`src/rtl/alu_share_pkg.sv`:
```
// Shared types and constants for the ALU sharing controller: FSM encodings,
// ALU input-select codes, one-hot opcodes and the opcode validity check.
package alu_share_pkg;

    localparam int CNT_W = 4;

    typedef enum logic [1:0] {
        ST_IDLE = 2'b00,
        ST_LOAD = 2'b01,
        ST_EXEC = 2'b10,
        ST_RESP = 2'b11
    } state_e;

    localparam logic [2:0] IN_SEL_PERSIST = 3'b100;
    localparam logic [2:0] IN_SEL_LOAD    = 3'b010;
    localparam logic [2:0] IN_SEL_RESET   = 3'b001;

    localparam logic [6:0] OP_ADD  = 7'b1000000;
    localparam logic [6:0] OP_SUB  = 7'b0100000;
    localparam logic [6:0] OP_AND  = 7'b0010000;
    localparam logic [6:0] OP_OR   = 7'b0001000;
    localparam logic [6:0] OP_XOR  = 7'b0000100;
    localparam logic [6:0] OP_NOT  = 7'b0000010;
    localparam logic [6:0] OP_PASS = 7'b0000001;

    // Exactly one bit set: non-zero and clearing the lowest set bit leaves zero.
    function automatic logic onehot_check(input logic [31:0] v);
        return (v != 32'd0) && ((v & (v - 32'd1)) == 32'd0);
    endfunction

endpackage

```
`src/rtl/alu_rr_arb2.sv`:
```
// Two-way request arbiter returning the winning requester index.
// ARB_FIXED_PRIO_EN selects fixed priority (requester 0 wins ties, no pointer input).
module alu_rr_arb2 (
    input  logic req0,
    input  logic req1,
`ifndef ARB_FIXED_PRIO_EN
    input  logic ptr,
`endif
    output logic valid,
    output logic win
);

    assign valid = req0 | req1;

`ifdef ARB_FIXED_PRIO_EN
    assign win = !req0;
`else
    // On a tie the pointer side wins; otherwise the lone requester wins.
    assign win = (req0 & req1) ? ptr : req1;
`endif

endmodule

```
`src/rtl/alu_share_ctrl.sv`:
```
// Sequencer/arbiter sharing one ALU between two requesters (IDLE/LOAD/EXEC/RESP).
// Define ARB_FIXED_PRIO_EN for fixed priority to requester 0; default is round-robin.
module alu_share_ctrl
    import alu_share_pkg::*;
#(
    parameter int WIDTH       = 8,
    parameter int OPW         = 7,
    parameter int EXEC_CYCLES = 2   // legal range 1..15
) (
    input  logic             clk,
    input  logic             rst,
    input  logic             req0,
    input  logic             req1,
    input  logic [OPW-1:0]   op0,
    input  logic [OPW-1:0]   op1,
    input  logic [WIDTH-1:0] a0,
    input  logic [WIDTH-1:0] a1,
    input  logic [WIDTH-1:0] b0,
    input  logic [WIDTH-1:0] b1,
    output logic             gnt0,
    output logic             gnt1,
    output logic             done0,
    output logic             done1,
    output logic             err0,
    output logic             err1,
    output logic [WIDTH-1:0] res0,
    output logic [WIDTH-1:0] res1,
    output logic             alu_on,
    output logic [2:0]       alu_in_sel,
    output logic [WIDTH-1:0] alu_num1,
    output logic [WIDTH-1:0] alu_num2,
    output logic [OPW-1:0]   alu_out_sel,
    input  logic [WIDTH-1:0] alu_out,
    output logic             busy,
    output logic [1:0]       state
);

    state_e             state_q;
    logic               winner_q;
    logic [CNT_W-1:0]   cnt_q;
    logic [OPW-1:0]     op_q;
    logic [WIDTH-1:0]   a_q;
    logic [WIDTH-1:0]   b_q;
    logic               alu_on_q;
    logic [2:0]         in_sel_q;
    logic               busy_q;
    logic [1:0]         gnt_q;
    logic [1:0]         done_q;
    logic [1:0]         err_q;
    logic [WIDTH-1:0]   res_q [2];
`ifndef ARB_FIXED_PRIO_EN
    logic               ptr_q;
`endif

    logic               arb_valid;
    logic               arb_win;
    logic [OPW-1:0]     sel_op;
    logic [WIDTH-1:0]   sel_a;
    logic [WIDTH-1:0]   sel_b;
    logic               sel_ok;

    alu_rr_arb2 u_arb (
        .req0  (req0),
        .req1  (req1),
`ifndef ARB_FIXED_PRIO_EN
        .ptr   (ptr_q),
`endif
        .valid (arb_valid),
        .win   (arb_win)
    );

    assign sel_op = arb_win ? op1 : op0;
    assign sel_a  = arb_win ? a1  : a0;
    assign sel_b  = arb_win ? b1  : b0;
    assign sel_ok = onehot_check(32'(sel_op));

    always_ff @(posedge clk or negedge rst) begin
        if (!rst) begin
            state_q  <= ST_IDLE;
            winner_q <= 1'b0;
            cnt_q    <= '0;
            op_q     <= '0;
            a_q      <= '0;
            b_q      <= '0;
            alu_on_q <= 1'b0;
            in_sel_q <= IN_SEL_RESET;
            busy_q   <= 1'b0;
            gnt_q    <= '0;
            done_q   <= '0;
            err_q    <= '0;
            res_q[0] <= '0;
            res_q[1] <= '0;
`ifndef ARB_FIXED_PRIO_EN
            ptr_q    <= 1'b0;
`endif
        end else begin
            gnt_q    <= '0;
            done_q   <= '0;
            err_q    <= '0;
            alu_on_q <= 1'b1;
            in_sel_q <= IN_SEL_PERSIST;

            case (state_q)
                ST_IDLE: begin
                    if (arb_valid) begin
                        winner_q        <= arb_win;
                        gnt_q[arb_win]  <= 1'b1;
                        busy_q          <= 1'b1;
                        if (sel_ok) begin
                            // Operand registers drive the ALU directly, so
                            // they only change when a real load follows.
                            op_q     <= sel_op;
                            a_q      <= sel_a;
                            b_q      <= sel_b;
                            in_sel_q <= IN_SEL_LOAD;
                            state_q  <= ST_LOAD;
                        end else begin
                            res_q[arb_win]  <= '0;
                            done_q[arb_win] <= 1'b1;
                            err_q[arb_win]  <= 1'b1;
                            state_q         <= ST_RESP;
                        end
                    end
                end
                ST_LOAD: begin
                    cnt_q   <= CNT_W'(EXEC_CYCLES - 1);
                    state_q <= ST_EXEC;
                end
                ST_EXEC: begin
                    if (cnt_q == '0) begin
                        res_q[winner_q]  <= alu_out;
                        done_q[winner_q] <= 1'b1;
                        state_q          <= ST_RESP;
                    end else begin
                        cnt_q <= cnt_q - 1'b1;
                    end
                end
                ST_RESP: begin
`ifndef ARB_FIXED_PRIO_EN
                    ptr_q   <= !winner_q;
`endif
                    busy_q  <= 1'b0;
                    state_q <= ST_IDLE;
                end
                default: begin
                    busy_q  <= 1'b0;
                    state_q <= ST_IDLE;
                end
            endcase
        end
    end

    assign gnt0        = gnt_q[0];
    assign gnt1        = gnt_q[1];
    assign done0       = done_q[0];
    assign done1       = done_q[1];
    assign err0        = err_q[0];
    assign err1        = err_q[1];
    assign res0        = res_q[0];
    assign res1        = res_q[1];
    assign alu_on      = alu_on_q;
    assign alu_in_sel  = in_sel_q;
    assign alu_num1    = a_q;
    assign alu_num2    = b_q;
    assign alu_out_sel = op_q;
    assign busy        = busy_q;
    assign state       = state_q;

endmodule

```
`config.mk`:
```
export PLATFORM = sky130hd
export DESIGN_NAME = alu_share_ctrl
export DESIGN_NICKNAME = d
export VERILOG_FILES = /design/src/rtl/alu_share_pkg.sv /design/src/rtl/alu_rr_arb2.sv /design/src/rtl/alu_share_ctrl.sv
export SDC_FILE = /design/constraint.sdc
export NUM_CORES = 1
export LEC_CHECK = 0
export CAP_MARGIN = 20
export CELL_PAD_IN_SITES_DETAIL_PLACEMENT = 1
export CELL_PAD_IN_SITES_GLOBAL_PLACEMENT = 1
export CORE_ASPECT_RATIO = 1.2
export CORE_MARGIN = 8
export CORE_UTILIZATION = 43
export DETAILED_ROUTE_END_ITERATION = 8
export DONT_BUFFER_PORTS = 1
export PLACE_DENSITY_LB_ADDON = 0.1
export SKIP_CTS_REPAIR_TIMING = 1
export SLEW_MARGIN = 30
export SYNTH_ARGS = -nofsm -noshare
export SYNTH_HDL_FRONTEND = slang
export SYNTH_SLANG_ARGS = --single-unit
```
`constraint.sdc`:
```
create_clock -name clk -period 1.9 [get_ports clk]
set_input_delay 0.38 -clock clk [delete_from_list [all_inputs] [get_ports clk]]
set_output_delay 0.38 -clock clk [all_outputs]
set_load 0.01 [all_outputs]
```
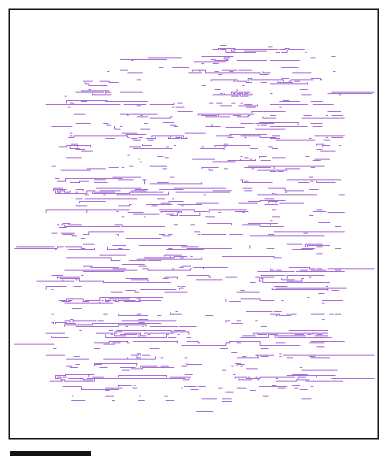
**Above:** run 1 (signal wires on met1).
The bar under the picture is 20 µm long.
wire length on this layer = 2780 µm
nets with wire on the layer = 321
longest straight run = 24.4 µm
share of all routed wire = 36%

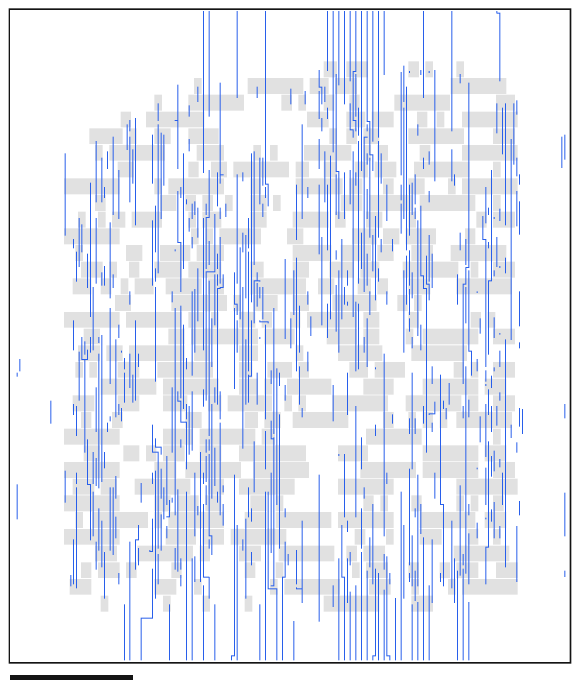
**Above:** run 1 (the metal 2 layer).
The bar under the picture is 20 µm long. Cells faint in the background.
share of all routed wire = 52%
main direction = vertical

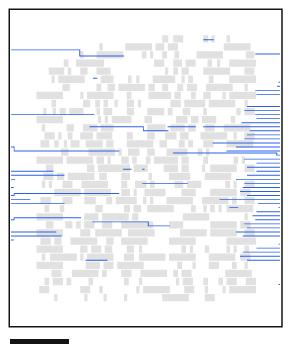
**Above:** run 1 (met3 routing).
The bar under the picture is 20 µm long. Cells faint in the background.
share of all routed wire = 11%
longest straight run = 35.2 µm
wire length on this layer = 832 µm
nets with wire on the layer = 61
main direction = horizontal

==> results_slide.txt, run 1 <==
Run Summary

Critical path
  • Critical path class: register to register
  • CP top delay family: AND-OR/OR-AND gates
  • FF-to-FF Start: cnt_q[1]
  • Crit start category: register
  • Cells along the critical path: inv_1 > ha_2 > nand2b_4 > o21ai_4 > a21boi_4 > nand2_2 > a211o_1 > buf_4 > mux2i_1
  • R2R cell count: 9

CTS
  • CTS Buffer Depth: 2
  • Total clock sinks: between 50 and 60
  • Clock Latency Late Sink: 330 ps

Yosys
  • Cells after synthesis: about 270
  • Asr flop ratio synth: 100%
  • Syn nets: 335
  • Sequential fraction of the synthesis area: 49.8%
  • Max-area cell share: about half
  • Post-synth top flop: dfrtp_1
  • YS warnings: 0
  • Top cells by area: dfrtp_1, mux2i_1, a21oi_1, nor2_1, o21ai_0
  • Flops out of synthesis: 58

Final layout
  • Number of diodes: 0
  • Top cells excl fill/tap: dfrtp_1, mux2i_1, nor2_1, a21oi_1, buf_4
  • Share of cells above drive strength 1: 22.4%
  • Fillers: 738
  • Layout Nets: 362

Global routing
  • First-pass GRT wire length: 11900 µm
  • Gr usage total: around 16%
  • Gr ovfl total: 0

STA
  • Max-slew violations: 0
  • Final setup violation count: 0

Die
  • Core box area: 6690 µm²
  • Die area: between 9000 and 10000 µm²
  • I/O pin total: 110
  • Die Span X: a little over 90 µm

Detailed routing
  • Wirelength, routed: 7760 µm
  • Vias per cell: 5.46
  • Initial detailed-routing violation count: 45
  • Routed WL per cell: 19.8 µm

Status
  • Outcome: finished clean

Power
  • PD cells: about 1600 nW/µm²
  • Leakage: around 1.7 nW

Worst hold path
  • Hold Path Class: input port to register
==> run 1: logic make-up (layout without fill, tap and decap cells) <==
group | after synthesis | in the layout | synth area share (%)
other | 2 | 2 | 0.257
multiplexers | 42 | 42 | 14.9
AND/OR/NAND/NOR | 61 | 61 | 10.9
buffers and inverters | 33 | 65 | 5.49
XOR/XNOR | 4 | 4 | 1.20
adder cells (fa/ha/maj) | 5 | 5 | 2.14
AND-OR/OR-AND | 67 | 67 | 15.3
flip-flops | 58 | 58 | 49.8
==> run 1: worst max-delay path by stage <==
stage | endpoint | startpoint | slack, ps
after floorplan | res1[0] | ptr_q | 5
after global placement | res1[6] | op1[4] | -130
after detailed placement | res1[3] | ptr_q | -210
after CTS | res1[3] | ptr_q | -210
after global routing | res0[0] | cnt_q[1] | -20
final | res0[0] | cnt_q[1] | 50
==> run 1: area by class of cell <==
type	instances	area share [%]
well taps	87	3.08
multi-input cells	181	38.1
clock buffers	11	4.00
clock inverters	5	2.20
flip-flops and latches	58	41.1
inverters	17	1.81
repair buffers	32	9.71
==> run 1: per-layer routing <==
layer	up-vias	global-route usage (%)	part of all wire (%)	wire length (µm)
met2	75	26.6	52	4060
met4	0	5.98	1.1	85
li1	991	-	-	-
met5	-	0	0	0
met3	9	8.53	11	832
met1	1061	15.9	36	2780
==> run 1: synth_stat cells (2+ instances only) <==
cell type	n
conb_1	2
o31ai_1	9
buf_2	2
buf_4	5
buf_6	2
clkbuf_1	6
or3_1	2
nand2b_1	2
o21ai_0	17
xor2_1	3
nor2_1	31
o22ai_1	2
ha_1	5
nor2b_1	2
dfrtp_1	57
nand3_1	2
nand2_1	11
or2_2	2
mux2i_1	40
inv_1	17
o211ai_1	2
a21oi_1	26
o21ai_4	2
==> run 1: stage by stage <==
stage / power (mW) / util [%] / setup slack, ps / setup TNS [ps]
floorplan: 3.61 / - / 5.35 / 0
detailed placement: 4.24 / 46.7 / -209 / -5130
finish: 5.62 / 52.8 / 53.2 / 0
global route: 6.02 / 52.8 / -20.8 / -68.1
global placement: 4.14 / 46.7 / -129 / -3050
CTS: 5.52 / 50.0 / -214 / -4200
==> run 1: power breakdown <==
| group | switching, mW | internal, mW | total (mW) |
|---|---|---|---|
| clock | 0.492 | 0.770 | 1.26 |
| combinational | 0.994 | 0.963 | 1.96 |
| sequential | 0.621 | 1.78 | 2.40 |
==> run 1: state kept, by name, indices dropped and copies added, names as in the netlist <==
| name | flops |
|---|---|
| alu_num1 | 8 |
| alu_in_sel | 3 |
| done_q | 2 |
| alu_on | 1 |
| err_q | 2 |
| winner_q | 1 |
| state | 2 |
| cnt_q | 4 |
| gnt_q | 2 |
| res0 | 8 |
| alu_out_sel | 7 |
| busy | 1 |
| alu_num2 | 8 |
| ptr_q | 1 |
| res1 | 8 |
**Run 1: congestion heat map**

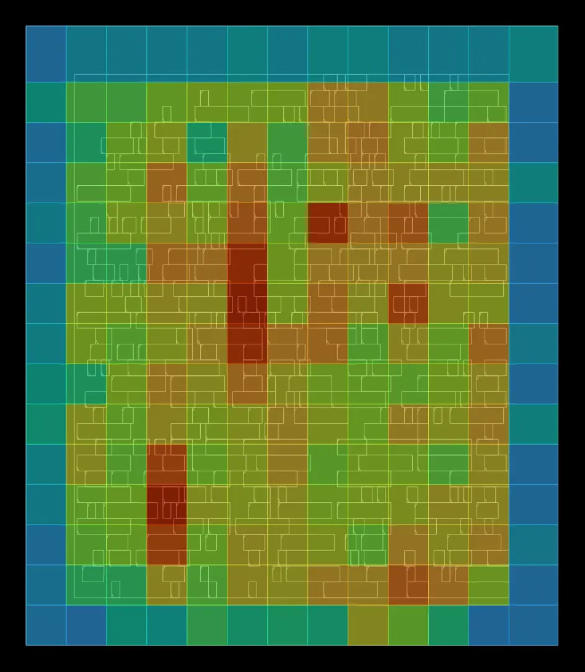

==> run 2, diff against run 1 <==
--- a/config.mk
+++ b/config.mk
@@ -10,7 +10,7 @@
 export CELL_PAD_IN_SITES_GLOBAL_PLACEMENT = 1
 export CORE_ASPECT_RATIO = 1.2
 export CORE_MARGIN = 8
-export CORE_UTILIZATION = 43
+export CORE_UTILIZATION = 45
 export DETAILED_ROUTE_END_ITERATION = 8
 export DONT_BUFFER_PORTS = 1
 export PLACE_DENSITY_LB_ADDON = 0.1
==> constraint.sdc (replaced) <==
create_clock -name clk -period 2.4 [get_ports clk]
set_input_delay 0.48 -clock clk [delete_from_list [all_inputs] [get_ports clk]]
set_output_delay 0.48 -clock clk [all_outputs]
set_load 0.01 [all_outputs]
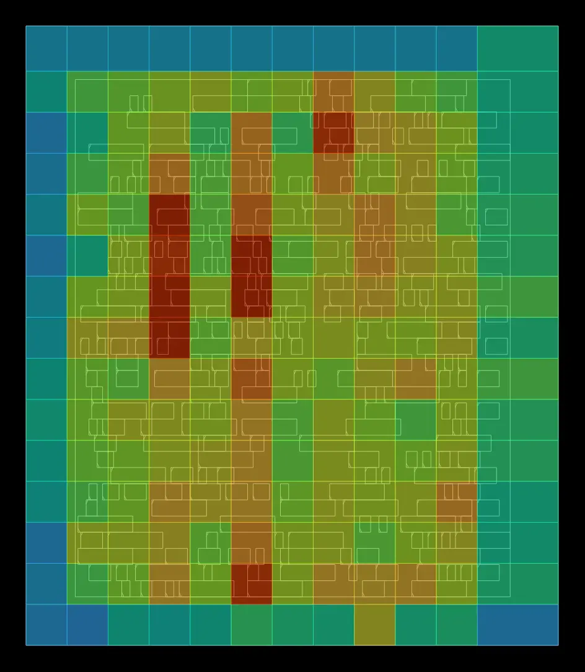
**Above:** run 2 (congestion heat map).
gr usage total: 15.9%
met2 usage: 25.4%

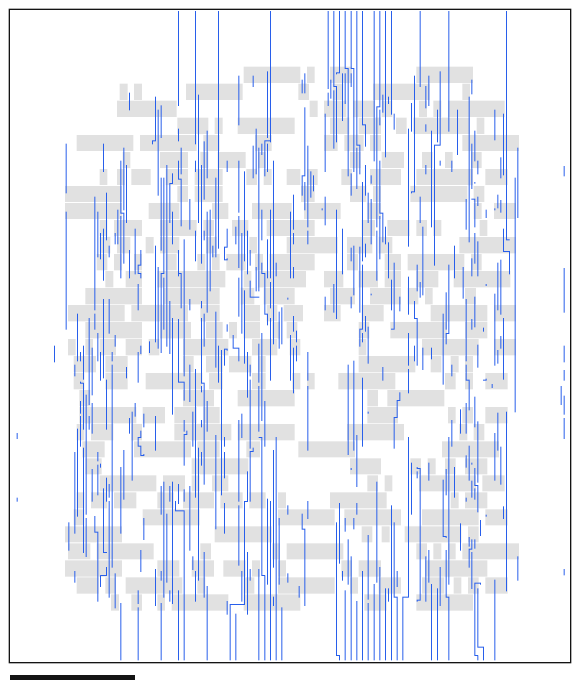
**Above:** run 2 (the metal 2 layer).
The bar under the picture is 20 µm long. Cells faint in the background.
nets with wire on the layer = 295
wire length on this layer = 3550 µm

==> run 2 against run 1 <==
Non-clock buffer count fell by 23. Fmax fell by 16%. Sequential cell count unchanged. Largest power group unchanged. Cell count is 6.4% lower. Power shrank 28%. Combinational power decreased by 36%. Via count down 5.9%.
==> results_slide.txt, run 2 <==
Run Summary

Yosys
  • Post-synth top flop: dfrtp_1
  • Flops out of synthesis: 58
  • Top cells by area: dfrtp_1, mux2i_1, a21oi_1, nor2_1, o21ai_0
  • YS warnings: 0

Status
  • Outcome: finished clean

Critical path
  • Cells along the critical path: inv_1 > ha_1 > nand2b_4 > o21ai_4 > a21boi_0 > nand2_1 > a211o_2 > mux2i_1
  • R2R cell count: 8
  • FF-to-FF Start: cnt_q[0]

Detailed routing
  • Initial detailed-routing violation count: roughly 52
  • Routed WL per cell: 19.6 µm
  • Vias per cell: 5.49

Die
  • I/O pin total: about 110
  • Core box area: 6370 µm²
  • Die Span X: 89.5 µm

Global routing
  • First-pass GRT wire length: 11400 µm

Placement
  • Pre-CTS WS: 124 ps

STA
  • Final setup violation count: 0
  • Setup tns final: 0 ps
  • Max-slew violations: 0

Final layout
  • Top cells excl fill/tap: dfrtp_1, mux2i_1, nor2_1, a21oi_1

Power
  • Leakage: 1.54 nW

Worst hold path
  • Hold Path Class: input port to asynchronous set/reset pin
-- run 2: worst max-delay path: cells and delay by family, from the launching register on --
| kind | cells | cell delay [ps] |
|---|---|---|
| DFF | 1 | 400 |
| muxes | 1 | 160 |
| and+or+nand+nor | 2 | 240 |
| AOI/OAI and AO/OA | 3 | 960 |
| buffers and inverters | 1 | 70 |
| adders and majority gates | 1 | 240 |
-- run 2: logic make-up (layout without fill, tap and decap cells) --
logic type,after synthesis,in the layout,share of synthesized area (%)
xor+xnor,4,4,1.20
buf+inv,33,42,5.49
mux,42,42,14.9
flops,58,58,49.8
simple gates,61,61,10.9
fa+ha+maj,5,5,2.14
other cells,2,2,0.257
compound gates,67,67,15.3
-- run 2: worst max path at each step --
stage,start,to,cells after the start,slack [ps]
global placement,op0[3],res0[2],6,250
floorplan,state[0],res1[0],8,280
CTS,cnt_q[0],res0[4],8,110
finish,cnt_q[0],res0[4],8,200
global route,cnt_q[0],res1[1],9,5
detailed placement,cnt_q[0],res0[5],8,120
-- run 2: final cells by class --
cell class,count,share of cell area (%)
clock inverters,6,1.79
flip-flops and latches,58,45.2
clock buffers,10,3.97
well taps,85,3.31
multi-input cells,181,40.6
inverters,17,1.99
repair buffers,9,3.11
-- run 2: power by group --
part / switching (mW) / internal [mW] / total [mW]
Sequential: 0.511 / 1.41 / 1.92
Combinational: 0.696 / 0.564 / 1.26
Clock: 0.373 / 0.472 / 0.845
-- run 2: through the flow --
step                      total power, mW  util [%]
after floorplan                      2.82         -
after global placement               3.14      47.1
after detailed placement             3.22      47.1
after CTS                            4.09      50.0
after global routing                 4.35      50.5
final                                4.02      50.5
-- run 2: metal layers --
layer | routed length, µm | vias to the layer above | track usage (%)
met1 | 2610 | 978 | 16.8
li1 | - | 944 | -
met3 | 879 | 13 | 7.35
met5 | 0 | - | 0
met2 | 3550 | 75 | 25.4
met4 | 136 | 0 | 8.22
No activity file was given, so power comes from the tool's default toggle rates.
